--- config.mk ---
export PLATFORM = sky130hd
export DESIGN_NAME = bytecode_fetch
export DESIGN_NICKNAME = d
export VERILOG_FILES = /design/src/rtl/bytecode_fetch.sv
export SDC_FILE = /design/constraint.sdc
export NUM_CORES = 1
export LEC_CHECK = 0
export ABC_CLOCK_PERIOD_IN_PS = 3500
export CORE_AREA = 2 2 64 127
export DETAILED_ROUTE_END_ITERATION = 16
export DIE_AREA = 0 0 66 129
export PLACE_DENSITY = 0.84
export SYNTH_ARGS = -nofsm -noshare
export SYNTH_HDL_FRONTEND = slang
export SYNTH_SLANG_ARGS = --single-unit
--- constraint.sdc ---
create_clock -name clk -period 3.5 [get_ports clk]
set_input_delay 0.7 -clock clk [delete_from_list [all_inputs] [get_ports clk]]
set_output_delay 0.7 -clock clk [all_outputs]
set_load 0.05 [all_outputs]
--- src/rtl/bytecode_fetch.sv ---
// bytecode_fetch: instruction fetch unit for the bytecode decoder.
// Reads program memory one byte at a time, presents the opcode to the
// decoder, collects the 0-2 argument bytes that the decoder's argc asks for,
// and hands the assembled instruction over a valid/ready handshake. Taken
// branches redirect the program counter relative to insn_pc.
//
// Parameters:
//   ADDR_WIDTH  program memory address width; the pc wraps modulo 2^ADDR_WIDTH
// Ports:
//   clk, rst_n                   clock, asynchronous active-low reset
//   mem_addr, mem_rd             byte read request (one cycle per byte)
//   mem_data, mem_valid          read response
//   opcode, argc                 opcode to decoder, argument count back
//   arg, insn_pc, insn_valid     assembled instruction (big-endian arg)
//   insn_ready                   control unit accepts the instruction
//   branch, branch_off           taken branch and signed offset at acceptance
// Build option:
//   BYTECODE_PREFETCH_EN  while an instruction waits in ISSUE, fetch the next
//                         sequential opcode into a one-byte buffer.
module bytecode_fetch #(
  parameter int unsigned ADDR_WIDTH = 16
) (
  input  logic                  clk,
  input  logic                  rst_n,
  output logic [ADDR_WIDTH-1:0] mem_addr,
  output logic                  mem_rd,
  input  logic [7:0]            mem_data,
  input  logic                  mem_valid,
  output logic [7:0]            opcode,
  input  logic [1:0]            argc,
  output logic [15:0]           arg,
  output logic [ADDR_WIDTH-1:0] insn_pc,
  output logic                  insn_valid,
  input  logic                  insn_ready,
  input  logic                  branch,
  input  logic [15:0]           branch_off
);

  typedef enum logic [2:0] {
    S_FETCH, S_WAIT_OP, S_DECODE, S_FETCH_ARG, S_WAIT_ARG, S_ISSUE
  } state_t;

  state_t                r_state, w_next;
  logic                  r_live;     // low for the first cycle after reset release
  logic [ADDR_WIDTH-1:0] r_pc;
  logic [ADDR_WIDTH-1:0] r_insn_pc;
  logic [7:0]            r_opcode;
  logic [15:0]           r_arg;
  logic [1:0]            r_nargs;    // effective argument count (3 folded to 2)
  logic                  r_idx;      // index of the argument byte being fetched

  logic [1:0]            w_nargs;
  logic                  w_accept;
  logic                  w_last_arg;
  logic                  w_fetch_go;
  logic [ADDR_WIDTH-1:0] w_seq_pc;
  logic [ADDR_WIDTH-1:0] w_br_pc;
  logic [ADDR_WIDTH-1:0] w_off_ext;
  logic [ADDR_WIDTH-1:0] w_arg_addr;

  assign w_nargs    = (argc == 2'd3) ? 2'd2 : argc;
  assign w_accept   = (r_state == S_ISSUE) && insn_ready;
  assign w_last_arg = (({1'b0, r_idx} + 2'd1) == r_nargs);
  assign w_seq_pc   = r_insn_pc + ADDR_WIDTH'(r_nargs + 2'd1);
  assign w_off_ext  = ADDR_WIDTH'($signed(branch_off));
  assign w_br_pc    = r_insn_pc + w_off_ext;
  assign w_arg_addr = r_insn_pc + ADDR_WIDTH'({1'b0, r_idx} + 2'd1);

`ifdef BYTECODE_PREFETCH_EN
  logic       r_pf_out;   // prefetch read outstanding
  logic       r_pf_full;  // buffer holds the next sequential opcode
  logic       r_pf_drop;  // a prefetch response must be discarded
  logic [7:0] r_pf_data;
  logic       w_pf_issue;
  logic       w_pf_hit;
  logic [7:0] w_pf_byte;

  assign w_pf_issue = (r_state == S_ISSUE) && !r_pf_out && !r_pf_full;
  // A response landing in the acceptance cycle is used as if already buffered.
  assign w_pf_hit   = r_pf_full || (r_pf_out && mem_valid);
  assign w_pf_byte  = r_pf_full ? r_pf_data : mem_data;
  // After a branch the stale prefetch must retire before the new fetch.
  assign w_fetch_go = r_live && !r_pf_drop;
`else
  assign w_fetch_go = r_live;
`endif

  // State register
  always_ff @(posedge clk or negedge rst_n) begin
    if (!rst_n) begin
      r_state <= S_FETCH;
    end else begin
      r_state <= w_next;
    end
  end

  // Next-state logic
  always_comb begin
    w_next = r_state;
    unique case (r_state)
      S_FETCH:     if (w_fetch_go) w_next = S_WAIT_OP;
      S_WAIT_OP:   if (mem_valid) w_next = S_DECODE;
      S_DECODE:    w_next = (w_nargs == 2'd0) ? S_ISSUE : S_FETCH_ARG;
      S_FETCH_ARG: w_next = S_WAIT_ARG;
      S_WAIT_ARG:  if (mem_valid) w_next = w_last_arg ? S_ISSUE : S_FETCH_ARG;
      S_ISSUE: begin
        if (w_accept) begin
`ifdef BYTECODE_PREFETCH_EN
          if (branch)                        w_next = S_FETCH;
          else if (w_pf_hit)                 w_next = S_DECODE;
          else if (r_pf_out || w_pf_issue)   w_next = S_WAIT_OP;
          else                               w_next = S_FETCH;
`else
          w_next = S_FETCH;
`endif
        end
      end
      default:     w_next = S_FETCH;
    endcase
  end

  // Output logic
  always_comb begin
    mem_rd   = 1'b0;
    mem_addr = r_pc;
    unique case (r_state)
      S_FETCH:     mem_rd = w_fetch_go;
      S_FETCH_ARG: begin
        mem_rd   = 1'b1;
        mem_addr = w_arg_addr;
      end
`ifdef BYTECODE_PREFETCH_EN
      S_ISSUE: begin
        if (w_pf_issue) begin
          mem_rd   = 1'b1;
          mem_addr = w_seq_pc;
        end
      end
`endif
      default: ;
    endcase
  end

  assign insn_valid = (r_state == S_ISSUE);
  assign opcode     = r_opcode;
  assign arg        = r_arg;
  assign insn_pc    = r_insn_pc;

  // Datapath registers
  always_ff @(posedge clk or negedge rst_n) begin
    if (!rst_n) begin
      r_live    <= 1'b0;
      r_pc      <= '0;
      r_insn_pc <= '0;
      r_opcode  <= '0;
      r_arg     <= '0;
      r_nargs   <= '0;
      r_idx     <= 1'b0;
    end else begin
      r_live <= 1'b1;
      unique case (r_state)
        S_WAIT_OP: begin
          if (mem_valid) begin
            r_opcode  <= mem_data;
            r_insn_pc <= r_pc;
            r_arg     <= '0;
          end
        end
        S_DECODE: begin
          r_nargs <= w_nargs;
          r_idx   <= 1'b0;
        end
        S_WAIT_ARG: begin
          // Shifting left gives {00,b1} for one byte and {b1,b2} for two.
          if (mem_valid) begin
            r_arg <= {r_arg[7:0], mem_data};
            r_idx <= r_idx + 1'b1;
          end
        end
        S_ISSUE: begin
          if (w_accept) begin
            r_pc <= branch ? w_br_pc : w_seq_pc;
`ifdef BYTECODE_PREFETCH_EN
            if (!branch && w_pf_hit) begin
              r_opcode  <= w_pf_byte;
              r_insn_pc <= w_seq_pc;
              r_arg     <= '0;
            end
`endif
          end
        end
        default: ;
      endcase
    end
  end

`ifdef BYTECODE_PREFETCH_EN
  always_ff @(posedge clk or negedge rst_n) begin
    if (!rst_n) begin
      r_pf_out  <= 1'b0;
      r_pf_full <= 1'b0;
      r_pf_drop <= 1'b0;
      r_pf_data <= '0;
    end else if (w_accept && branch) begin
      // An in-flight prefetch (including one issued this cycle) becomes stale.
      r_pf_out  <= 1'b0;
      r_pf_full <= 1'b0;
      r_pf_drop <= (r_pf_out && !mem_valid) || w_pf_issue;
    end else begin
      if (r_pf_drop && mem_valid) r_pf_drop <= 1'b0;
      if (w_pf_issue)                  r_pf_out <= 1'b1;
      else if (r_pf_out && mem_valid)  r_pf_out <= 1'b0;
      if (w_accept) begin
        r_pf_full <= 1'b0;
      end else if ((r_state == S_ISSUE) && r_pf_out && mem_valid) begin
        r_pf_full <= 1'b1;
        r_pf_data <= mem_data;
      end
    end
  end
`endif

endmodule

Clock network drawn from the DEF:
Scale bar: 20 um.
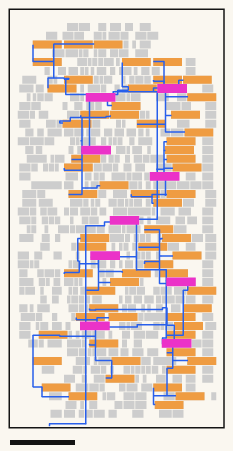
[clock wires] blue | length: 814 um
[cells driving clock nets] magenta | count: 9
[flip-flops] orange | count: 63
routed clock nets: 10

Clock nets:
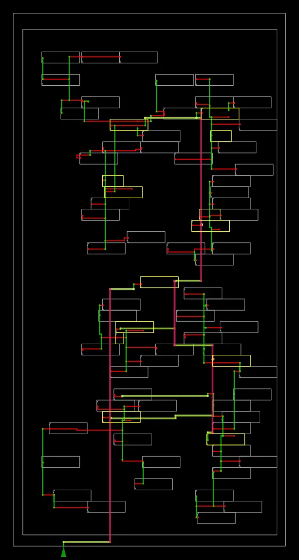
Seq cells: 63
clock distribution power: 0.814 mW

-- critical path, cell delays in order (launching register included) --
cell	delay (ps)
sky130_fd_sc_hd__dfrtp_1	370
sky130_fd_sc_hd__inv_1	80
sky130_fd_sc_hd__ha_1	210
sky130_fd_sc_hd__inv_1	70
sky130_fd_sc_hd__ha_1	270
sky130_fd_sc_hd__nand3_1	200
sky130_fd_sc_hd__xor2_1	180
sky130_fd_sc_hd__o21ai_0	190
sky130_fd_sc_hd__dlymetal6s2s_1	450
-- power by group --
part | switching [mW] | internal, mW
sequential | 0.280 | 1.01
combinational | 1.98 | 1.18
clock | 0.291 | 0.522
total | 2.55 | 2.71
-- state kept, by name, summed over array words and instances (netlist names) --
signal   count
arg         16
r_live       1
r_idx        1
r_pc        16
r_nargs      2
opcode       8
insn_pc     16
r_state      3
-- final timing paths --
check,startpoint,to,slack (ps),depth (start not counted)
hold / removal,opcode[3]$_DFFE_PN0P_,opcode[3]$_DFFE_PN0P_,500,1
setup / recovery,insn_pc[0]$_DFFE_PN0P_,mem_addr[8],440,8
min in group asynchronous,rst_n,arg[11]$_DFFE_PN0P_,570,1
hold reg to reg,opcode[3]$_DFFE_PN0P_,opcode[3]$_DFFE_PN0P_,500,1
setup reg to reg,insn_pc[0]$_DFFE_PN0P_,r_pc[12]$_DFFE_PN0P_,870,8
max in group asynchronous,rst_n,insn_pc[2]$_DFFE_PN0P_,2100,2
-- cell families after synthesis --
logic type	count (synthesis)	synth area share
buffers and inverters	32	0.0332
DFF	63	0.391
AOI/OAI and AO/OA	111	0.185
xor gates and xnor gates	40	0.0868
and+or+nand+nor	135	0.158
adders and majority gates	21	0.0688
other	1	0.000929
muxes	28	0.0772
==> run_summary.xml <==
<?xml version="1.0" encoding="UTF-8"?>
<metrics>
  <group name="clocking">
    <metric name="clk_root_buffer_cell" unit="">sky130_fd_sc_hd__clkbuf_16</metric>
    <metric name="cts_sinks" unit="">63</metric>
    <metric name="holdBufCountCts" unit="">0</metric>
    <metric name="worst_skew_pair.late_latency" unit="ps">330</metric>
    <metric name="clkTransAtPathRegs" unit="ps">50</metric>
  </group>
  <group name="final_layout">
    <metric name="multi_input_comb_cells" unit="">336</metric>
    <metric name="final_layout_size_suffix_gt1_frac" unit="">0.140</metric>
    <metric name="area_growth_syn_to_layout" unit="%">31.3</metric>
    <metric name="design_area" unit="um^2">5300</metric>
    <metric name="area.share.combinational" unit="">0.440</metric>
    <metric name="layout_top_cell" unit="">sky130_fd_sc_hd__clkdlybuf4s50_1</metric>
    <metric name="clk_share" unit="">0.0513</metric>
  </group>
  <group name="status">
    <metric name="run_status" unit="">completed</metric>
  </group>
  <group name="logic_synthesis">
    <metric name="ys_top_cells_by_count" unit="">63 x sky130_fd_sc_hd__dfrtp_1, 52 x sky130_fd_sc_hd__nand2_1, 41 x sky130_fd_sc_hd__o21ai_0</metric>
    <metric name="synthesis.instances" unit="">431</metric>
    <metric name="synth.yosys.num_cells" unit="">431</metric>
    <metric name="fp_nets" unit="">483</metric>
    <metric name="yosys_warnings" unit="">0</metric>
    <metric name="synth.top_cells.by_area" unit="">sky130_fd_sc_hd__dfrtp_1 39%, sky130_fd_sc_hd__mux2_2 6.7%, sky130_fd_sc_hd__ha_1 5.9%</metric>
    <metric name="synthesis.area_per_instance" unit="um^2">9.36</metric>
  </group>
  <group name="final_timing">
    <metric name="report.final.setup_viol" unit="">0</metric>
    <metric name="rsz0062_at_grt" unit="">no</metric>
    <metric name="fin_crit_share" unit="">0.875</metric>
    <metric name="min_period" unit="ps">3060</metric>
    <metric name="timing.final.hold_violations" unit="">0</metric>
    <metric name="final_max_slew_viol_count" unit="">0</metric>
    <metric name="clock_skew" unit="ps">6.85</metric>
  </group>
  <group name="floorplanning">
    <metric name="tap_cells" unit="">94</metric>
    <metric name="core" unit="um^2">7540</metric>
    <metric name="ioPinCount" unit="">89</metric>
  </group>
  <group name="route">
    <metric name="drt-wirelength-per-cell" unit="um">18.3</metric>
    <metric name="routed_wl" unit="um">11300</metric>
    <metric name="highest-signal-layer" unit="">met4</metric>
    <metric name="route.met2.wl" unit="um">6490</metric>
  </group>
  <group name="global_route">
    <metric name="grt_start_max_net_pins" unit="">49</metric>
    <metric name="grt_pass1_wl" unit="um">18300</metric>
    <metric name="globalRoute.totalOverflow" unit="">0</metric>
    <metric name="antenna_found_initial" unit="">0</metric>
    <metric name="first_global_vias" unit="">3789</metric>
    <metric name="grt-busiest-layer" unit="">met2</metric>
    <metric name="global_route.usage.met1" unit="">0.291</metric>
  </group>
  <group name="worst_setup_path">
    <metric name="setup.worst_path.start_class" unit="">flip-flop</metric>
    <metric name="capturing_element_type_of_the_critical_path" unit="">output port</metric>
  </group>
  <group name="power">
    <metric name="ir_drop" unit="V">0.000494</metric>
    <metric name="total_leakage_power" unit="nW">2.35</metric>
  </group>
</metrics>
No activity file was given, so power comes from the tool's default toggle rates.
